`src/rtl/ysyx_22041461_if_ctrl_pkg.sv`:
```
// Shared definitions for the fetch-stage sequencer: FSM encoding, reset PC
// and the redirect source priority (trap > mret > jump).
package ysyx_22041461_if_ctrl_pkg;

    typedef enum logic [2:0] {
        ST_HOLD = 3'd0,
        ST_REQ  = 3'd1,
        ST_WAIT = 3'd2,
        ST_DROP = 3'd3,
        ST_FULL = 3'd4
    } if_state_e;

    localparam logic [63:0] RESET_PC = 64'h0000_0000_8000_0000;

    typedef enum logic [1:0] {
        SRC_NONE = 2'd0,
        SRC_JUMP = 2'd1,
        SRC_MRET = 2'd2,
        SRC_TRAP = 2'd3
    } redir_src_e;

    function automatic redir_src_e redir_pick(input logic trap, input logic mret, input logic jump);
        redir_src_e src;
        if (trap)      src = SRC_TRAP;
        else if (mret) src = SRC_MRET;
        else if (jump) src = SRC_JUMP;
        else           src = SRC_NONE;
        return src;
    endfunction

endpackage

```
`src/rtl/ysyx_22041461_redirect_sel.sv`:
```
// Combinational redirect arbiter: merges trap, mret and EX jump requests into a
// single redirect flag and the highest-priority target.
module ysyx_22041461_redirect_sel
    import ysyx_22041461_if_ctrl_pkg::*;
#(
    parameter int ADDR_W = 64
) (
    input  logic              trap_valid_i,
    input  logic [ADDR_W-1:0] trap_target_i,
    input  logic              mret_valid_i,
    input  logic [ADDR_W-1:0] mret_target_i,
    input  logic              jump_valid_i,
    input  logic [ADDR_W-1:0] jump_target_i,
    output logic              redirect_o,
    output logic [ADDR_W-1:0] pc_next_o
);

    redir_src_e src;

    assign src        = redir_pick(trap_valid_i, mret_valid_i, jump_valid_i);
    assign redirect_o = (src != SRC_NONE);

    always_comb begin
        pc_next_o = '0;
        unique case (src)
            SRC_TRAP: pc_next_o = trap_target_i;
            SRC_MRET: pc_next_o = mret_target_i;
            SRC_JUMP: pc_next_o = jump_target_i;
            default:  pc_next_o = '0;
        endcase
    end

endmodule

```
`src/rtl/ysyx_22041461_if_ctrl.sv`:
```
// Fetch-stage sequencer: issues one instruction fetch at a time at the current
// PC, buffers the result for ID and steers the PC register (+4 or redirect).
module ysyx_22041461_if_ctrl
    import ysyx_22041461_if_ctrl_pkg::*;
#(
    parameter int ADDR_W   = 64,
    parameter int INST_W   = 32,
    parameter int RST_HOLD = 2
) (
    input  logic              clk_i,
    input  logic              rst_ni,
    input  logic [ADDR_W-1:0] pc_i,
    input  logic              trap_valid_i,
    input  logic [ADDR_W-1:0] trap_target_i,
    input  logic              mret_valid_i,
    input  logic [ADDR_W-1:0] mret_target_i,
    input  logic              jump_valid_i,
    input  logic [ADDR_W-1:0] jump_target_i,
    output logic              imem_req_valid_o,
    output logic [ADDR_W-1:0] imem_req_addr_o,
    input  logic              imem_req_ready_i,
    input  logic              imem_resp_valid_i,
    input  logic [INST_W-1:0] imem_resp_data_i,
    output logic              id_valid_o,
    output logic [INST_W-1:0] id_inst_o,
    output logic [ADDR_W-1:0] id_pc_o,
    input  logic              id_ready_i,
    output logic              pc_enable_o,
    output logic              pc_ctrl_o,
    output logic [ADDR_W-1:0] pc_next_o
);

    localparam int              HOLD_W    = (RST_HOLD > 1) ? $clog2(RST_HOLD) : 1;
    localparam logic [HOLD_W-1:0] HOLD_LAST = HOLD_W'(RST_HOLD - 1);

    if_state_e          state_q, state_d;
    logic [HOLD_W-1:0]  hold_cnt_q, hold_cnt_d;
    logic               id_valid_q, id_valid_d;
    logic [INST_W-1:0]  id_inst_q, id_inst_d;
    logic [ADDR_W-1:0]  id_pc_q, id_pc_d;

    logic               redirect;
    logic [ADDR_W-1:0]  redir_target;

    ysyx_22041461_redirect_sel #(
        .ADDR_W (ADDR_W)
    ) u_redirect_sel (
        .trap_valid_i  (trap_valid_i),
        .trap_target_i (trap_target_i),
        .mret_valid_i  (mret_valid_i),
        .mret_target_i (mret_target_i),
        .jump_valid_i  (jump_valid_i),
        .jump_target_i (jump_target_i),
        .redirect_o    (redirect),
        .pc_next_o     (redir_target)
    );

    always_ff @(posedge clk_i or negedge rst_ni) begin
        if (!rst_ni) begin
            state_q    <= ST_HOLD;
            hold_cnt_q <= '0;
            id_valid_q <= 1'b0;
            id_inst_q  <= '0;
            id_pc_q    <= '0;
        end else begin
            state_q    <= state_d;
            hold_cnt_q <= hold_cnt_d;
            id_valid_q <= id_valid_d;
            id_inst_q  <= id_inst_d;
            id_pc_q    <= id_pc_d;
        end
    end

    always_comb begin
        state_d          = state_q;
        hold_cnt_d       = hold_cnt_q;
        id_valid_d       = id_valid_q;
        id_inst_d        = id_inst_q;
        id_pc_d          = id_pc_q;
        imem_req_valid_o = 1'b0;
        pc_enable_o      = 1'b0;
        pc_ctrl_o        = 1'b0;
        pc_next_o        = '0;

        // The PC register is still coming out of reset during HOLD, so redirects are dropped there.
        if (redirect && (state_q != ST_HOLD)) begin
            pc_enable_o = 1'b1;
            pc_ctrl_o   = 1'b1;
            pc_next_o   = redir_target;
            id_valid_d  = 1'b0;
        end

        unique case (state_q)
            ST_HOLD: begin
                if (hold_cnt_q == HOLD_LAST) state_d = ST_REQ;
                else                         hold_cnt_d = hold_cnt_q + 1'b1;
            end
            ST_REQ: begin
                imem_req_valid_o = 1'b1;
                if (imem_req_ready_i) state_d = redirect ? ST_DROP : ST_WAIT;
            end
            ST_WAIT: begin
                if (imem_resp_valid_i) begin
                    if (redirect) begin
                        state_d = ST_REQ;
                    end else begin
                        id_inst_d   = imem_resp_data_i;
                        id_pc_d     = pc_i;
                        id_valid_d  = 1'b1;
                        pc_enable_o = 1'b1;
                        pc_ctrl_o   = 1'b0;
                        state_d     = ST_FULL;
                    end
                end else if (redirect) begin
                    state_d = ST_DROP;
                end
            end
            // Stale request still outstanding: swallow its response before fetching again.
            ST_DROP: begin
                if (imem_resp_valid_i) state_d = ST_REQ;
            end
            ST_FULL: begin
                if (redirect || id_ready_i) begin
                    id_valid_d = 1'b0;
                    state_d    = ST_REQ;
                end
            end
            default: state_d = ST_HOLD;
        endcase
    end

    assign imem_req_addr_o = pc_i;
    assign id_valid_o      = id_valid_q;
    assign id_inst_o       = id_inst_q;
    assign id_pc_o         = id_pc_q;

endmodule

```
`config.mk`:
```
export PLATFORM = sky130hd
export DESIGN_NAME = ysyx_22041461_if_ctrl
export DESIGN_NICKNAME = d
export VERILOG_FILES = /design/src/rtl/ysyx_22041461_if_ctrl_pkg.sv /design/src/rtl/ysyx_22041461_redirect_sel.sv /design/src/rtl/ysyx_22041461_if_ctrl.sv
export SDC_FILE = /design/constraint.sdc
export NUM_CORES = 1
export LEC_CHECK = 0
export CORE_AREA = 2 2 202 204
export CTS_CLUSTER_DIAMETER = 200
export DETAILED_ROUTE_END_ITERATION = 8
export DIE_AREA = 0 0 204 206
export REMOVE_ABC_BUFFERS = 1
export SYNTH_ARGS = -nofsm -noshare
export SYNTH_HDL_FRONTEND = slang
export SYNTH_HIERARCHICAL = 1
export SYNTH_SLANG_ARGS = --single-unit
```
`constraint.sdc`:
```
create_clock -name clk_i -period 1.9 [get_ports clk_i]
set_clock_uncertainty 0.05 [all_clocks]
set_input_delay 0.285 -clock clk_i [delete_from_list [all_inputs] [get_ports clk_i]]
set_output_delay 0.285 -clock clk_i [all_outputs]
set_load 0.01 [all_outputs]
```
Fig. 1: run 1, signal wires by layer
Bar = 50 um.
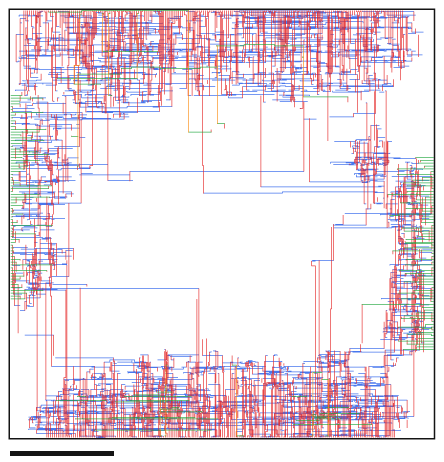
legend:
  green:
    layer: metal 3
    wire_length: 1900 um
  red:
    layer: metal 2
    wire_length: 14900 um
  blue:
    layer: metal 1
    wire_length: 12400 um
  orange:
    layer: metal 4
    wire_length: 435 um

Fig. 2: run 1, clock network drawn from the DEF
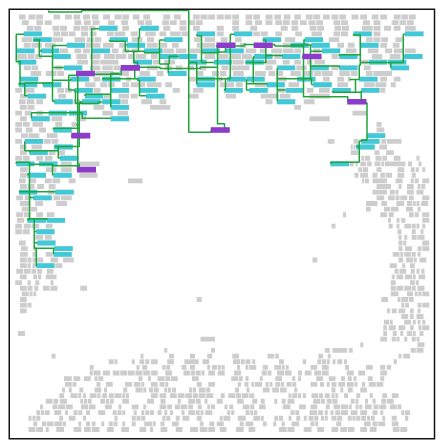
legend:
  green:
    item: clock wires
    length: 1410 um
  cyan:
    item: flip-flops
    count: 101
  purple:
    item: clock drivers
    count: 9
routed clock nets: 10
insertion delay at the late pin of the worst-skew pair: 0.35 ns
clock power share: 27.9%
clock group total power: 0.00196 W

Fig. 3: run 1, I/O pins on the die edge
Pins as bars across the die edge, other pins in grey.
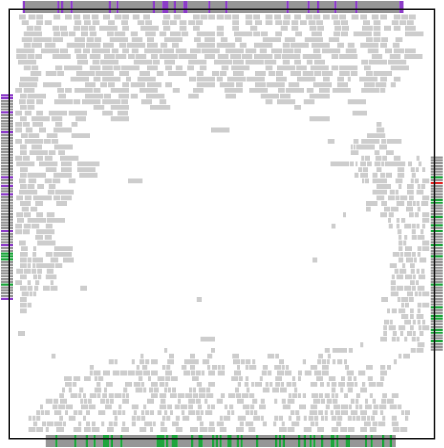
legend:
  red:
    port: pc_ctrl_o
    pins: 1
    direction: output
    edge: right
  green:
    port: trap_target_i
    pins: 64
    direction: input
    edge: 45 bottom, 15 right, 4 left
  purple:
    port: id_inst_o
    pins: 32
    direction: output
    edge: 22 top, 10 left

## run 1: per-stage QoR
step | power (W) | setup TNS [ns] | worst slack, ns
after floorplan | 0.003185 | -226.86 | -2.428
after global placement | 0.005067 | -63.26 | -0.6716
after detailed placement | 0.005077 | -64.74 | -0.6370
after CTS | 0.006988 | -36.75 | -0.4866
after global routing | 0.007393 | -20.98 | -0.3284
final | 0.007029 | -11.06 | -0.2662
## run 1: per-layer routing
layer | track usage [%] | share of wire, % | up-vias
li1 | - | - | 3225
met1 | 15.71 | 42 | 3315
met2 | 21.77 | 50 | 222
met3 | 3.453 | 6.4 | 29
met4 | 2.821 | 1.5 | 0
met5 | 0 | 0 | -
## run 1: critical path, cell delays in order (launching register included)
cell                            delay (ns)
sky130_fd_sc_hd__dfrtp_1              0.38
sky130_fd_sc_hd__or3_4                0.44
sky130_fd_sc_hd__buf_12               0.18
sky130_fd_sc_hd__and3_4               0.18
sky130_fd_sc_hd__dlygate4sd2_1        0.28
## run 1: cell type report
type	count	area, um2
flip-flops and latches	101	2527
clock inverters	6	77.57
well taps	532	665.6
clock buffers	10	239.0
repair buffers	582	5868
multi-input cells	443	3546
fillers	4157	27260
## run 1: where the power goes
part	internal [W]	total [W]	switching, W
combinational	0.00163	0.00259	0.000965
sequential	0.00235	0.00248	0.000122
clock	0.00108	0.00196	0.000881
total	0.00506	0.00703	0.00197
## run 1: registers in the layout, indices dropped and copies added (netlist names)
register,count
id_inst_o,32
state_q,3
id_pc_o,64
hold_cnt_q,1
id_valid_o,1
## run 1: repair_timing
action / in CTS / in global routing
hold endpoints to repair: 101 / 0
setup buffers: 3 / 10
hold buffers: 1 / 0
endpoints found under the setup margin: 155 / 162
gates resized: 167 / 182
pin swaps: 2 / 4
cloned: 4 / 9
==> results.txt <==
Implementation results.

The flow ran to the end, but the final reports show violations. The checks that failed: setup timing. In the global route stage, overall resource usage came out at 12.64%. The area fraction in and, or, nand and nor cells after synthesis is 21.60%. The core region is around 40000 um2.

The post-route cell area is ~13000 um2. The multiplexer area fraction after synthesis is between 10% and 20%. The maximum clock insertion buffer count is 2. In the final report, the number of endpoints failing setup comes to about 110. The total placed cells including tap cells is approximately 1600. In the post-synthesis netlist, the cell with the most instances is sky130_fd_sc_hd__a21oi_1. Leaving out fill and tap cells, the most frequent cells in the layout are sky130_fd_sc_hd__clkdlybuf4s50_1, sky130_fd_sc_hd__a21oi_1, sky130_fd_sc_hd__dfrtp_1. The xor/xnor cell area share of the yosys netlist is 0%.

The number of levels in the clock H-tree is 3. The detailed-routing iteration count for the pre-antenna-repair pass is 5. The worst-case max-slew headroom was logged as 64.41%. The count of antenna-violating nets left after detailed routing is 0.

The timing-limited maximum frequency is ~0.46 GHz. The share of post-route cells with drive strength above 1 is between 20% and 30%. For reference, the top cells by count after synthesis are sky130_fd_sc_hd__a21oi_1, sky130_fd_sc_hd__dfrtp_1, sky130_fd_sc_hd__mux2_2, sky130_fd_sc_hd__buf_4.

The vias after detailed routing is 6791. The end-of-flow core utilization is between 30% and 40%. The mean cell area of the mapped netlist is roughly 9.8 um2. Subtracting the final worst setup slack from the clock period gives between 2 and 2.5 ns. The number of synthesized flops with an enable pin is 0.

The clock-pin transition on the worst setup and hold timing paths is 0.07 ns. According to the timing report, the critical path is captured at pc_next_o[2]. Per the OpenROAD floorplan log, the height of the die is ~210 um.

The peak fanout along the critical path is 33. The report counts max-capacitance violations totalling 0. The largest area contributor in the netlist is sky130_fd_sc_hd__dfrtp_1.

The TritonCTS clock tree is done. The detailed-route wire length per cell is approximately 18 um. The number of antenna violations at the first check in global routing was 0. After detailed routing, the total wire length is about 30000 um. The count of buffers inserted at the top-level ports is 523. Entering global routing, the biggest net connects 102 pins. Measured in cells, the most critical reg-to-reg path has a length of 8. The row count is ~74. The critical path launch point is state_q[0]$_DFFE_PN0P_. The instance count along the most critical hold path is 1. The die span in x is about 200 um. In the placement report, post-DP HPWL is listed as between 20000 and 25000 um.

The power per unit of standard cell area is 543.9 nW/um2. The type of the worst setup path is register to primary output. Yosys reported that registers with async set or reset make up 100.0%. Looking at the max-slew report, the worst-margin pin has a slew of 0.5339 ns. The beginning of the worst register-to-register path is state_q[2]$_DFFE_PN0P_. The compound-gate portion of the synthesized area is 10.58%.

The slack of the worst reg-to-reg path is -0.03 ns. Once placement finished, the instance area stood at 11990 um2. The origin of the worst min-delay path is hold_cnt_q$_DFFE_PN0N_. For reference, the final report shows the hold violation count at 0. Counting every instance in the synthesized netlist gives approximately 670. The worst-case IR drop observed on VDD is 480.6 uV. The number of synthesized register bits is approximately 100. The final layout contains ~1400 nets. The leakage power in the latest report is roughly 5.4 nW.

TritonRoute reported its final design rule violation total as 0. The critical path in the final layout is reported with a setup slack of -0.2662 ns. The residual overflow from global routing is 0. The sort of element at the start of the critical path is a register. Among all flip-flop cells after synthesis, the most frequent one is sky130_fd_sc_hd__dfrtp_1. The sequential cell area fraction in the yosys report is about two fifths. STA puts the critical path data arrival time at roughly 1.8 ns. The initial DRC count is 405. Leaving out filler cells and counting taps, the final layout contains about 1700. The logs give a warning total of 29. The die covers between 40000 and 50000 um2. The number of global-route vias before repair is approximately 6700. The most frequent logic cell in the layout is sky130_fd_sc_hd__clkdlybuf4s50_1. The CTS buffer count is 9. After synthesis, the design contains around 670 cells according to Yosys. Yosys mapped the design onto 28 distinct sky130hd cell types. Hold is met by between 0.4 and 0.5 ns. The final weighted congestion in routability-driven placement is a little over 0.9. The global-route wire length before repair is between 40000 and 50000 um. In this run, the synthesized area fraction spent on adder and majority cells is recorded as 0%. The clock sink count is approximately 100. In this run the layout overhead on the synthesized area is reported as 97.23%.

By area the synthesized netlist is led by sky130_fd_sc_hd__dfrtp_1, sky130_fd_sc_hd__mux2_2, sky130_fd_sc_hd__a21oi_1. The cell sitting at the root of the clock tree is a sky130_fd_sc_hd__clkbuf_16. The path type of the worst min-delay path is register to register. The number of placed I/O pins is 524.

The number of antenna diodes in the final layout is 0. The endpoint of the worst hold path is reported as hold_cnt_q$_DFFE_PN0N_. The post-route fraction of the period consumed by the critical path is 114.0%. The capture point of the worst reg-to-reg path is id_pc_o[54]$_DFFE_PN0P_.

The data required time of the worst path is 1.56 ns. Setup repair after global routing could not meet its margin everywhere. The top cell type's share of synthesized area is approximately two fifths. In the synthesized netlist, the dominant kind of combinational cell is simple AND/OR/NAND/NOR gates. Max-slew check failures listed in the final report amount to 0. Before any placement, the netlist area is recorded as 6553 um2. The nature of the critical path endpoint is a primary output.
Power figures rest on the tool's default switching activity, not on a simulated workload.
